===== src/rtl/uart_pkg.sv =====
// rtl/uart_pkg.sv - shared types and constants for the buffered UART transmitter
package uart_pkg;

   typedef enum logic [2:0] {
      IDLE,
      START,
      DATA,
      PARITY,
      STOP
   } tx_state_t;

   localparam logic START_BIT = 1'b0;
   localparam logic STOP_BIT  = 1'b1;
   localparam int   DATA_BITS = 8;

endpackage


===== src/rtl/uart_tx_buffered_if.sv =====
// rtl/uart_tx_buffered_if.sv - host write port and FIFO status of the transmitter
interface uart_tx_buffered_if #(
   parameter int FIFO_DEPTH = 8
) ();

   logic                          wr_en;
   logic [7:0]                    data_in;
   logic                          full;
   logic                          empty;
   logic [$clog2(FIFO_DEPTH):0]   count;
   logic                          overflow;

   modport master (
      output wr_en,
      output data_in,
      input  full,
      input  empty,
      input  count,
      input  overflow
   );

   modport slave (
      input  wr_en,
      input  data_in,
      output full,
      output empty,
      output count,
      output overflow
   );

endinterface


===== src/rtl/uart_fifo.sv =====
// rtl/uart_fifo.sv - synchronous FIFO with registered full/empty/count/overflow
module uart_fifo
   import uart_pkg::*;
#(
   parameter int DEPTH = 8,
   parameter int WIDTH = DATA_BITS
) (
   input  logic                     clk,
   input  logic                     rst_n,
   input  logic                     wr_en,
   input  logic [WIDTH-1:0]         wr_data,
   input  logic                     rd_en,
   output logic [WIDTH-1:0]         rd_data,
   output logic                     full,
   output logic                     empty,
   output logic [$clog2(DEPTH):0]   count,
   output logic                     overflow
);

   localparam int AW = $clog2(DEPTH);

   // Pointers carry one extra wrap bit so full and empty differ when the indices match
   logic [AW:0]      wr_ptr_q, wr_ptr_d;
   logic [AW:0]      rd_ptr_q, rd_ptr_d;
   logic [AW:0]      count_q, count_d;
   logic             full_q, full_d;
   logic             empty_q, empty_d;
   logic             overflow_q, overflow_d;
   logic [WIDTH-1:0] mem_q [DEPTH];
   logic             wr_acc;
   logic             rd_acc;

   // A write is judged against the registered full flag, before any same-cycle pop
   assign wr_acc = wr_en & ~full_q;
   assign rd_acc = rd_en & ~empty_q;

   // Next pointer, occupancy and flag values
   always_comb begin
      wr_ptr_d   = wr_ptr_q;
      rd_ptr_d   = rd_ptr_q;
      if (wr_acc) wr_ptr_d = wr_ptr_q + 1'b1;
      if (rd_acc) rd_ptr_d = rd_ptr_q + 1'b1;
      count_d    = wr_ptr_d - rd_ptr_d;
      empty_d    = (wr_ptr_d == rd_ptr_d);
      full_d     = (wr_ptr_d[AW] != rd_ptr_d[AW]) &&
                   (wr_ptr_d[AW-1:0] == rd_ptr_d[AW-1:0]);
      overflow_d = wr_en & full_q;
   end

   // Pointer and status registers
   always_ff @(posedge clk) begin
      if (!rst_n) begin
         wr_ptr_q   <= '0;
         rd_ptr_q   <= '0;
         count_q    <= '0;
         full_q     <= 1'b0;
         empty_q    <= 1'b1;
         overflow_q <= 1'b0;
      end else begin
         wr_ptr_q   <= wr_ptr_d;
         rd_ptr_q   <= rd_ptr_d;
         count_q    <= count_d;
         full_q     <= full_d;
         empty_q    <= empty_d;
         overflow_q <= overflow_d;
      end
   end

   // Storage array; contents become stale on reset because the pointers are cleared
   always_ff @(posedge clk) begin
      if (wr_acc) mem_q[wr_ptr_q[AW-1:0]] <= wr_data;
   end

   assign rd_data  = mem_q[rd_ptr_q[AW-1:0]];
   assign full     = full_q;
   assign empty    = empty_q;
   assign count    = count_q;
   assign overflow = overflow_q;

endmodule


===== src/rtl/uart_tx_buffered.sv =====
// rtl/uart_tx_buffered.sv - FIFO-buffered UART transmitter with optional even parity
module uart_tx_buffered
   import uart_pkg::*;
#(
   parameter int CLKS_PER_BIT = 104,
   parameter int FIFO_DEPTH   = 8,
   parameter int PARITY_EN    = 1
) (
   input  logic                  clk,
   input  logic                  rst_n,
   input  logic                  tx_en,
   uart_tx_buffered_if.slave     host,
   output logic                  tx,
   output logic                  busy,
   output logic                  done
);

   localparam int             BW        = $clog2(CLKS_PER_BIT);
   localparam logic [BW-1:0]  BAUD_LAST = BW'(CLKS_PER_BIT - 1);

   tx_state_t      state_q, state_d;
   logic [BW-1:0]  baud_q, baud_d;
   logic [2:0]     bit_q, bit_d;
   logic [7:0]     shift_q, shift_d;
   logic           par_q, par_d;
   logic           tx_q, tx_d;
   logic           busy_q, busy_d;
   logic           done_q, done_d;
   logic           bit_end;
   logic           pop;
   logic [7:0]     fifo_data;

   assign bit_end = (baud_q == BAUD_LAST);
   // A new frame may start from IDLE or straight out of the final stop-bit cycle
   assign pop = ((state_q == IDLE) || ((state_q == STOP) && bit_end)) &&
                tx_en && !host.empty;

   uart_fifo #(
      .DEPTH (FIFO_DEPTH),
      .WIDTH (DATA_BITS)
   ) u_fifo (
      .clk      (clk),
      .rst_n    (rst_n),
      .wr_en    (host.wr_en),
      .wr_data  (host.data_in),
      .rd_en    (pop),
      .rd_data  (fifo_data),
      .full     (host.full),
      .empty    (host.empty),
      .count    (host.count),
      .overflow (host.overflow)
   );

   // Next state plus outputs derived from the next state, so registered outputs line up with state_q
   always_comb begin
      state_d = state_q;
      baud_d  = bit_end ? '0 : baud_q + 1'b1;
      bit_d   = bit_q;
      shift_d = shift_q;
      par_d   = par_q;
      case (state_q)
         IDLE: begin
            baud_d = '0;
            if (pop) begin
               state_d = START;
               shift_d = fifo_data;
               par_d   = ^fifo_data;
            end
         end
         START: begin
            if (bit_end) state_d = DATA;
         end
         DATA: begin
            if (bit_end) begin
               shift_d = shift_q >> 1;
               bit_d   = bit_q + 3'd1;
               if (bit_q == 3'd7) state_d = (PARITY_EN != 0) ? PARITY : STOP;
            end
         end
         PARITY: begin
            if (bit_end) state_d = STOP;
         end
         STOP: begin
            if (bit_end) begin
               if (pop) begin
                  state_d = START;
                  shift_d = fifo_data;
                  par_d   = ^fifo_data;
               end else begin
                  state_d = IDLE;
               end
            end
         end
         default: state_d = IDLE;
      endcase

      case (state_d)
         START:   tx_d = START_BIT;
         DATA:    tx_d = shift_d[0];
         PARITY:  tx_d = par_d;
         default: tx_d = STOP_BIT;
      endcase
      busy_d = (state_d != IDLE);
      done_d = (state_d == STOP) && (baud_d == BAUD_LAST);
   end

   // Frame state and registered line outputs
   always_ff @(posedge clk) begin
      if (!rst_n) begin
         state_q <= IDLE;
         baud_q  <= '0;
         bit_q   <= '0;
         shift_q <= '0;
         par_q   <= 1'b0;
         tx_q    <= 1'b1;
         busy_q  <= 1'b0;
         done_q  <= 1'b0;
      end else begin
         state_q <= state_d;
         baud_q  <= baud_d;
         bit_q   <= bit_d;
         shift_q <= shift_d;
         par_q   <= par_d;
         tx_q    <= tx_d;
         busy_q  <= busy_d;
         done_q  <= done_d;
      end
   end

   assign tx   = tx_q;
   assign busy = busy_q;
   assign done = done_q;

endmodule


===== src/flat_wrapper.sv =====
// flat-port wrapper written by rule: the top's interface ports become plain ports
module uart_tx_buffered_flat import uart_pkg::*;
#(
   parameter int CLKS_PER_BIT = 104,
   parameter int FIFO_DEPTH   = 8,
   parameter int PARITY_EN    = 1
)
  (clk, rst_n, tx_en, tx, busy, done, host_wr_en, host_data_in, host_full, host_empty, host_count, host_overflow);
  uart_tx_buffered_if #(.FIFO_DEPTH(FIFO_DEPTH)) host_i ();
  input  logic clk;
  input  logic rst_n;
  input  logic tx_en;
  output logic tx;
  output logic busy;
  output logic done;
  input wire logic [$bits(host_i.wr_en)-1:0] host_wr_en;
  input wire logic [$bits(host_i.data_in)-1:0] host_data_in;
  output wire logic [$bits(host_i.full)-1:0] host_full;
  output wire logic [$bits(host_i.empty)-1:0] host_empty;
  output wire logic [$bits(host_i.count)-1:0] host_count;
  output wire logic [$bits(host_i.overflow)-1:0] host_overflow;
  assign host_i.wr_en = host_wr_en;
  assign host_i.data_in = host_data_in;
  assign host_full = host_i.full;
  assign host_empty = host_i.empty;
  assign host_count = host_i.count;
  assign host_overflow = host_i.overflow;
  uart_tx_buffered #(.CLKS_PER_BIT(CLKS_PER_BIT), .FIFO_DEPTH(FIFO_DEPTH), .PARITY_EN(PARITY_EN)) u_core (.clk(clk), .rst_n(rst_n), .tx_en(tx_en), .host(host_i), .tx(tx), .busy(busy), .done(done));
endmodule

===== config.mk =====
export PLATFORM = sky130hd
export DESIGN_NAME = uart_tx_buffered_flat
export DESIGN_NICKNAME = d
export VERILOG_FILES = /design/src/rtl/uart_pkg.sv /design/src/rtl/uart_tx_buffered_if.sv /design/src/rtl/uart_fifo.sv /design/src/rtl/uart_tx_buffered.sv /design/src/flat_wrapper.sv
export SDC_FILE = /design/constraint.sdc
export NUM_CORES = 1
export LEC_CHECK = 0
export CAP_MARGIN = 20
export CORE_UTILIZATION = 40
export CTS_BUF_LIST = sky130_fd_sc_hd__clkbuf_8
export DETAILED_ROUTE_END_ITERATION = 6
export PLACE_DENSITY = 0.67
export SETUP_SLACK_MARGIN = 0.2
export SLEW_MARGIN = 15
export SYNTH_ARGS = -nofsm -noshare
export SYNTH_HDL_FRONTEND = slang
export SYNTH_SLANG_ARGS = --single-unit
export TNS_END_PERCENT = 50

===== constraint.sdc =====
create_clock -name clk -period 3 [get_ports clk]
set_clock_uncertainty 0.2 [all_clocks]
set_input_delay 0.6 -clock clk [delete_from_list [all_inputs] [get_ports clk]]
set_output_delay 0.6 -clock clk [all_outputs]
set_load 0.01 [all_outputs]

### Port wiring

Scale: 3 px per um.
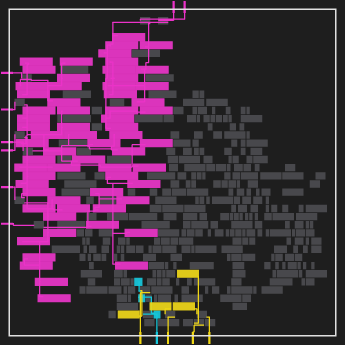
`host_data_in`: marked magenta, bits 8, direction input, edge 6 left, 2 top, end cells 64, buffers 8, wire 583 um. `host_count`: marked yellow, bits 4, direction output, edge bottom, end cells 4, buffers 4, wire 71.1 um. `host_wr_en`: marked cyan, bits 1, direction input, edge bottom, end cells 3, buffers 1, wire 27.7 um.

### Zoomed window

Window x 71 to 91, y 71 to 91 um. Cells in gray, sequential cells in the stronger gray; small squares are vias.
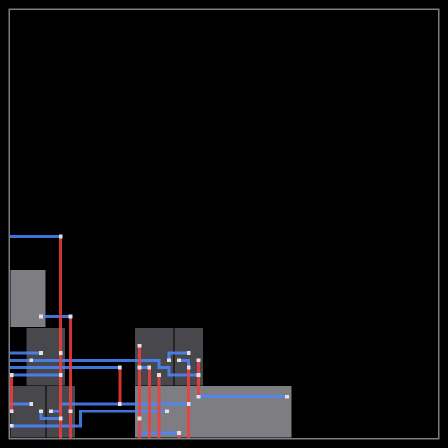
metal 1: marked blue. metal 2: marked red.
Netlist names of flops here include `u_core.shift_q` (1). Most frequent: nand2_1 (2), a21oi_1 (2). 6 logic cells have their middle in the window. Sequential cells in the window: 1.

### Metal layers overlaid

Scale: 6 px per um. Two of the layers only.
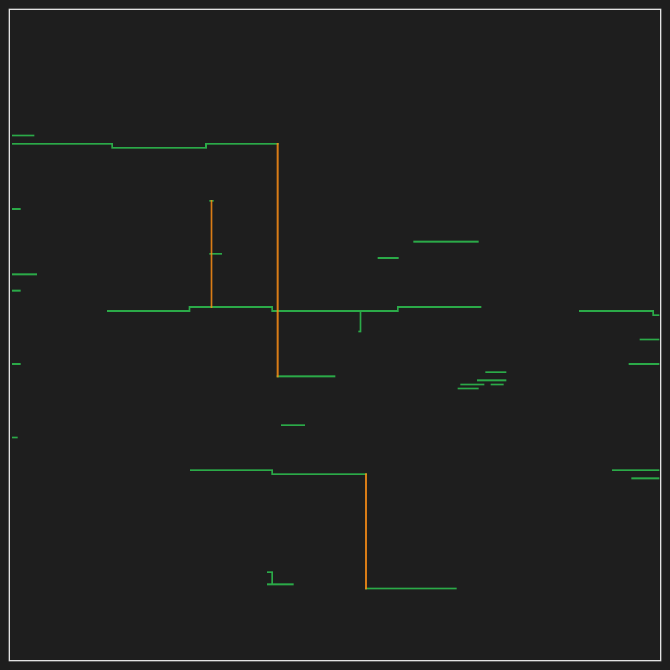
metal 3: marked green, wire length 256 um. metal 4: marked orange, wire length 75.5 um.

==> run_results.csv <==
group,metric,value,unit
die,rows,38,
routing,routed_wirelength,8.27,mm
final_timing,fin_crit,2.63,ns
power,design_power_total,3.07,mW
power,p_per_area,587,nW/um^2
placement,dp_hpwl,5.71,mm
worst_setup_path,worst-setup-path-type,"primary input to register",
power,seqPwrFrac,52.9,%
power,power_clock,0.946,mW
clock_network,cts-root-buf,"clkbuf_8",
synthesis,ys_cells,331,
global_route,grt_pass1_wl,13.4,mm
synthesis,netlist_area,4520,um^2
clock_network,cts_resized,0,
final_timing,max_freq,381,MHz
worst_setup_path,cp_num_buf_inv,3,
layout,inv_count,6,
synthesis,ff_type,"edfxtp_1",
synthesis,synthTopCellsByCount,"64 x edfxtp_1, 40 x dfxtp_1, 35 x nor2_1, 21 x nand2_1, 15 x mux4_1",
routing,vias_per_cell,5.21,
worst_setup_path,cp_max_fo,3,
placement,gp_congestion,0.845,
worst_setup_path,worstReg2RegStart,"u_core.baud_q[1]",
final_timing,period_used_share,87.6,%
power,seq_cell_power,1.62,mW
final_timing,whs,0.251,ns
worst_setup_path,crit_start,"tx_en",
worst_setup_path,path_delay_family,"buffers and inverters",
final_timing,slew_viol_final,0,
synthesis,synthXorXnorAreaFrac,5.12,%
final_timing,final.setup.tns,0,ns
synthesis,synth_top_cell_by_count,"edfxtp_1",
synthesis,mux_area_share,11.9,%
layout,signal_buffer_area_fraction,7.75,%
routing,drc_errors,0,
clock_network,cts_tree,"done",
final_timing,hold_viol_final,0,
clock_network,ctsHoldBuffers,0,
min_path,min_from,"u_core.baud_q[0]",
placement,pre_cts_ws,-0.0223,ns
layout,logic_area,1680,um^2
power,p_clk_share,30.8,%
synthesis,synthTopCellsByArea,"edfxtp_1 43%, dfxtp_1 18%, mux4_1 8.7%",
layout,stdcell_count,517,
final_timing,setup_viol,0,
min_path,min_path_type,"register to register",
final_timing,worst_pin_slew,0.534,ns
routing,first_iter_violations,131,
layout,drive_gt1_share,14.9,%
worst_setup_path,path_cells,"clkdlybuf4s50_1, nor2b_2, nand2_1, a21oi_4, buf_4, xor2_1, ha_2, inv_1, a21o_1, a21oi_1, xnor2_1, nor2_1",
routing,wl_per_cell,16.0,um
layout,final_area,5230,um^2
die,die_w,108,um
global_route,grt_pass1_vias,2675,
global_route,grt_use_total,15.3,%
synthesis,ys_sh_adder,2.88,%
worst_setup_path,worst_path_largest_cell_delay,0.51,ns
clock_network,clk_latency,0.38,ns
power,p_comb,0.498,mW
power,leakage,1.82,nW
synthesis,synth_cells,331,
die,die_h,108,um
synthesis,yosys.area.top_type,"edfxtp_1",
job,tool_warnings,26,
synthesis,synth.distinct_cells,55,
placement,dp_cells,501,
die,fp_util,41.3,%
final_timing,rsz0062_at_grt,"no",
layout,final_common_cell,"edfxtp_1",
synthesis,synth-edff-count,64,
power,ir_worst_vdd,496,uV
layout,n_all_buffers,47,
clock_network,clockBufferDepth,2,
die,die_area,11700,um^2
power,combPwrFrac,16.3,%
global_route,antenna_found_initial,0,
layout,fillers,981,
synthesis,syn_nets,352,
layout,largest_class,"flip-flops and latches",
min_path,min_path_cells,1,
placement,io_buffers,21,
synthesis,numSynthFlops,104,
worst_setup_path,cp-end-kind,"register",
layout,area_delta_synth_final,15.6,%
placement,placed_area,5000,um^2
worst_setup_path,crit_required,3.07,ns
worst_setup_path,r2r-end,"u_core.u_fifo.count[3]",
global_route,grt_overflow,0,
worst_setup_path,reg2regPathDepth,12,
layout,ff_latch_area,2720,um^2
die,ios,22,
clock_network,cts_max_level,3,
power,p_sw,0.813,mW
status,run_status,"complete, no violations",
synthesis,synth.top_cell.area_share,42.5,%
final_timing,setup_slack,0.372,ns
power,p_sw_share,26.5,%
min_path,holdPathEnd,"u_core.baud_q[0]",
synthesis,ys_sh_aoi,7.20,%
synthesis,ys_area,4520,um^2
synthesis,synth_seq_share,60.2,%
final_timing,relSlewSlack,64.3,%
worst_setup_path,crit_cells,12,
layout,final-clk-cell-share,4.16,%
worst_setup_path,slowest_stage,"clkdlybuf4s50_1",
### Signal wires on met2

Scale: 3 px per um.
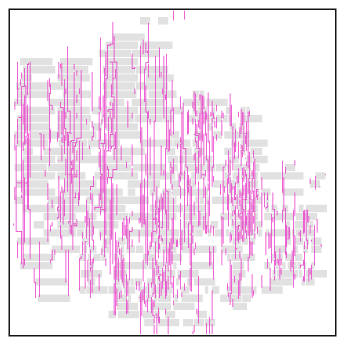
The layer carries 4210 um of wire. The longest straight run is 51.0 um. 337 nets have wire on it. The layer holds 51% of the routed length. The wires run mostly vertical.

### The clock network

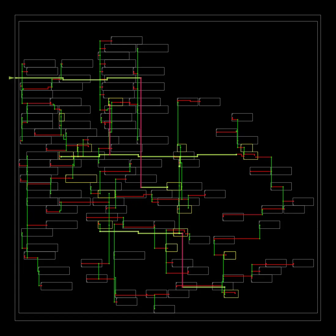
CTS sink cnt: 104
flip-flop and latch count: 104
Layout clock buffers: 9
cts bufs inserted: 9

==> metal layers <==
| layer | wire (um) | part of all wire [%] | GRT usage [%] | up-vias |
|---|---|---|---|---|
| li1 | - | - | - | 1324 |
| met1 | 3720 | 45 | 18.6 | 1319 |
| met2 | 4210 | 51 | 26.6 | 42 |
| met3 | 255 | 3.1 | 4.04 | 6 |
| met4 | 75 | 0.91 | 4.63 | 0 |
| met5 | 0 | 0 | 0 | - |
==> worst max path at each step <==
stage / endpoint / slack, ns
floorplan: u_core.u_fifo.count[3] / 0.23
global placement: u_core.u_fifo.count[3] / 0.02
detailed placement: u_core.u_fifo.count[3] / -0.02
CTS: u_core.u_fifo.count[3] / 0.37
global route: u_core.u_fifo.count[3] / 0.21
finish: u_core.u_fifo.count[3] / 0.37
No activity file was given, so power comes from the tool's default toggle rates.
